$ cat config.mk
export PLATFORM = sky130hd
export DESIGN_NAME = l1_cache_control
export DESIGN_NICKNAME = d
export VERILOG_FILES = /design/src/rtl/l1_cache_control.sv
export SDC_FILE = /design/constraint.sdc
export NUM_CORES = 1
export LEC_CHECK = 0
export ABC_CLOCK_PERIOD_IN_PS = 2100
export CORE_MARGIN = 8
export CORE_UTILIZATION = 44
export DETAILED_ROUTE_END_ITERATION = 7
export HOLD_SLACK_MARGIN = 0.15
export MAX_ROUTING_LAYER = met4
export PLACE_DENSITY = 0.85
export REMOVE_ABC_BUFFERS = 1
export SETUP_SLACK_MARGIN = 0.15
export SYNTH_ARGS = -nofsm -noshare
export SYNTH_HDL_FRONTEND = slang
export SYNTH_SLANG_ARGS = --single-unit
$ cat constraint.sdc
create_clock -name clk -period 2.1 [get_ports clk]
set_input_delay 0.42 -clock clk [delete_from_list [all_inputs] [get_ports clk]]
set_output_delay 0.42 -clock clk [all_outputs]
set_load 0.03 [all_outputs]
$ cat src/rtl/l1_cache_control.sv
// Hit/miss sequencing for a 2-way, 8-set L1 cache: per-set LRU, victim
// writeback and line fill against physical memory, way array write strobes.
module l1_cache_control #(
  parameter int unsigned SETS = 8
) (
  input  logic                    clk,
  input  logic                    reset_n,
  input  logic                    mem_read,
  input  logic                    mem_write,
  input  logic [$clog2(SETS)-1:0] index,
  input  logic                    hit0,
  input  logic                    hit1,
  input  logic                    valid0,
  input  logic                    valid1,
  input  logic                    dirty0,
  input  logic                    dirty1,
  input  logic                    pmem_resp,
  output logic                    mem_resp,
  output logic [3:0]              way0_write,
  output logic [3:0]              way1_write,
  output logic                    dirty_in,
  output logic                    data_sel,
  output logic                    out_way,
  output logic                    pmem_addr_sel,
  output logic                    pmem_read,
  output logic                    pmem_write
);

  typedef enum logic [1:0] {
    CHECK,
    WRITEBACK,
    FILL
  } state_t;

  localparam logic [3:0] STRB_HIT_WR = 4'b1001;
  localparam logic [3:0] STRB_FILL   = 4'b1111;

  state_t          r_state;
  state_t          w_next;
  logic [SETS-1:0] r_lru;
  logic            r_victim;

  logic            w_req;
  logic            w_hit;
  logic            w_hit_way;
  logic            w_lru_way;
  logic            w_victim_dirty;
  logic [3:0]      w_strobe;
  logic            w_strobe_way;

  assign w_req          = mem_read | mem_write;
  assign w_hit          = hit0 | hit1;
  // A double hit resolves to way 0.
  assign w_hit_way      = ~hit0;
  assign w_lru_way      = r_lru[index];
  assign w_victim_dirty = w_lru_way ? (valid1 & dirty1) : (valid0 & dirty0);

  always_ff @(posedge clk) begin
    if (!reset_n) begin
      r_state  <= CHECK;
      r_lru    <= '0;
      r_victim <= 1'b0;
    end else begin
      r_state <= w_next;
      if (r_state == CHECK && w_req) begin
        if (w_hit) begin
          r_lru[index] <= ~w_hit_way;
        end else begin
          r_victim <= w_lru_way;
        end
      end
    end
  end

  // Outputs are forced low while reset is sampled so no array write or
  // pmem request escapes during the reset cycle.
  always_comb begin
    w_next        = r_state;
    w_strobe      = '0;
    w_strobe_way  = 1'b0;
    mem_resp      = 1'b0;
    dirty_in      = 1'b0;
    data_sel      = 1'b0;
    out_way       = 1'b0;
    pmem_addr_sel = 1'b0;
    pmem_read     = 1'b0;
    pmem_write    = 1'b0;
    if (reset_n) begin
      case (r_state)
        CHECK: begin
          if (w_req) begin
            if (w_hit) begin
              mem_resp = 1'b1;
              out_way  = w_hit_way;
              if (mem_write) begin
                w_strobe     = STRB_HIT_WR;
                w_strobe_way = w_hit_way;
                dirty_in     = 1'b1;
              end
            end else begin
              out_way = w_lru_way;
              w_next  = w_victim_dirty ? WRITEBACK : FILL;
            end
          end
        end
        WRITEBACK: begin
          pmem_write    = 1'b1;
          pmem_addr_sel = 1'b1;
          out_way       = r_victim;
          if (pmem_resp) begin
            w_next = FILL;
          end
        end
        FILL: begin
          pmem_read = 1'b1;
          out_way   = r_victim;
          if (pmem_resp) begin
            w_strobe     = STRB_FILL;
            w_strobe_way = r_victim;
            data_sel     = 1'b1;
            w_next       = CHECK;
          end
        end
        default: w_next = CHECK;
      endcase
    end
  end

  assign way0_write = w_strobe_way ? 4'b0000 : w_strobe;
  assign way1_write = w_strobe_way ? w_strobe : 4'b0000;

endmodule

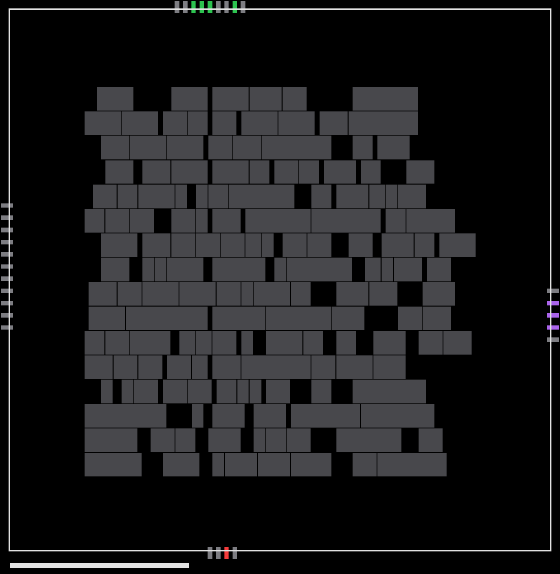
*Ports around the boundary*
Scale bar: 20 µm. Pins as bars across the die edge, other pins in grey.
[`dirty0`] red | pins: 1 | direction: input | edge: bottom
[`way1_write`] green | pins: 4 | direction: output | edge: top
[`index`] purple | pins: 3 | direction: input | edge: right

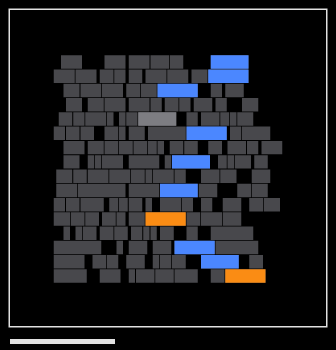
*Register map, names as in the netlist*
Scale bar: 20 µm. Other sequential cells in the stronger grey, the rest of the logic in the fainter grey.
[`r_lru`] blue | sequential cells: 8
[`r_state`] orange | sequential cells: 2
not coloured: 1

==> metrics.yaml <==
status:
  status: "finished with violations"
  violations: "setup timing"
clock_network:
  cts_resized: 44
  holdBufCountCts: 0
  postCtsSetupBuffers: 6
  path_clk_slew_ps: 70
  cts_sinks: 11
sta:
  period_used_pct: 104
  setup_ws_ps: -91.2
  hold_viol: 0
  setup_viol: 1
  finalSetupTns_ps: -91.2
  hold_ws_ps: 539
  slew_headroom_pct: 69.7
  tightest_slew_ps: 455
pwr:
  p_sw_mw: 0.298
  power_frac_comb_pct: 52.8
  clkPwrFrac_pct: 18.5
  powerSeq_mw: 0.229
  leakage_nw: 0.667
  ir_worst_vdd_v: 0.000314
  power.density_nw_per_um2: 531
  seq_power_share_pct: 28.7
  power.group.top: "combinational cells"
finish:
  regMostFlops: "r_lru"
  final_common_cell: "buf_4"
  sh_seq_area_pct: 15.2
  nClkBuffers: 4
  logic_area_um2: 682
  area_growth_pct: 74.4
  buffer_area_share_pct: 34.4
  num-multi-input-gates: 78
  seqCellArea_um2: 228
  sh_comb_area_pct: 45.4
  clkCellAreaFrac_pct: 1.75
logic_synthesis:
  seq_area_frac_synth_pct: 25.6
  synth_area_per_cell_um2: 8.28
  async_flop_share_pct: 0
  ys_types: 29
  edf_count: 0
  yosys_area_um2: 861
critical_path:
  cp.arrival_ps: 1770
  crit_chain: "mux4_2, mux2_4, o21ai_4, a21oi_2, buf_6"
  rr_startpoint: "r_lru[3]"
  path_buffers: 1
  regToRegSetupSlack_ps: 300
  rr_endpoint: "r_state[1]"
  worstSetupPathType: "reg -> out"
  path_delay_family: "multiplexers"
  worst_setup_path_end_kind: "output port"
  cp-endpoint: "out_way"
  worst-endpoint-required_ps: 1680
  ff2ff_path_depth: 5
  cp_num_cells: 5
floorplanning:
  row_count: 16
  coreArea_um2: 1900
  die_width_um: 60.2
  die_h_um: 60.2
  fp_util_pct: 45.3
  taps: 27
global_route:
  grt-busiest-layer: "met2"
  met1_usage_pct: 16.8
  overflow: 0
  grt_first_pass_wirelength_mm: 4.47
  grt_max_degree: 10
place:
  dp.cells: 168
  dp_hpwl_mm: 1.99
  io_buffer_count: 28
route:
  top_layer: "met4"
  vias: 999
  drc: 0
  dr_wl_met2_mm: 1.89
  drt_iter0_drc: 33
hold_path:
  hold-path-endpoint: "r_lru[6]"
  hold_depth: 2
  hp-class: "reg -> reg"
  worstHoldStart: "r_lru[6]"
flow_run:
  openroad.warnings: 30
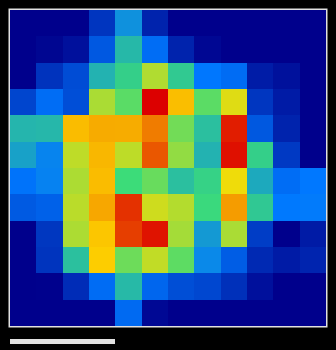
*Routed metal per tile*
Scale bar: 20 µm. 12 x 12 tiles, from dark blue (low) to red (high), scaled to the fullest tile. Values are wire area over tile area, all layers added.
emptiest ninth of the die: top right
densest ninth of the die: middle
nearly empty tiles: 27%
mean over tiles: 0.15
fullest tile: 0.49
tiles over half the peak: 27%

## cells in the mapped netlist, drive strengths merged, types with 3 or more instances
| library cell | n | area, µm² |
|---|---|---|
| ha | 4 | 50.1 |
| nand3 | 3 | 15.0 |
| inv | 4 | 15.0 |
| nor3 | 4 | 20.0 |
| nand2 | 10 | 37.5 |
| a21oi | 3 | 15.0 |
| o21ai | 3 | 15.0 |
| mux2i | 10 | 100 |
| buf | 6 | 48.8 |
| nor2 | 9 | 33.8 |
| nor2b | 10 | 62.6 |
| clkbuf | 5 | 18.8 |
| dfxtp | 11 | 220 |
## logic make-up after synthesis
| family | synth area share, % |
|---|---|
| and+or+nand+nor | 28.8 |
| DFF | 25.6 |
| AOI/OAI and AO/OA | 11.6 |
| buffers and inverters | 9.59 |
| muxes | 18.6 |
| adders and majority gates | 5.81 |
Power figures rest on the tool's default switching activity, not on a simulated workload.
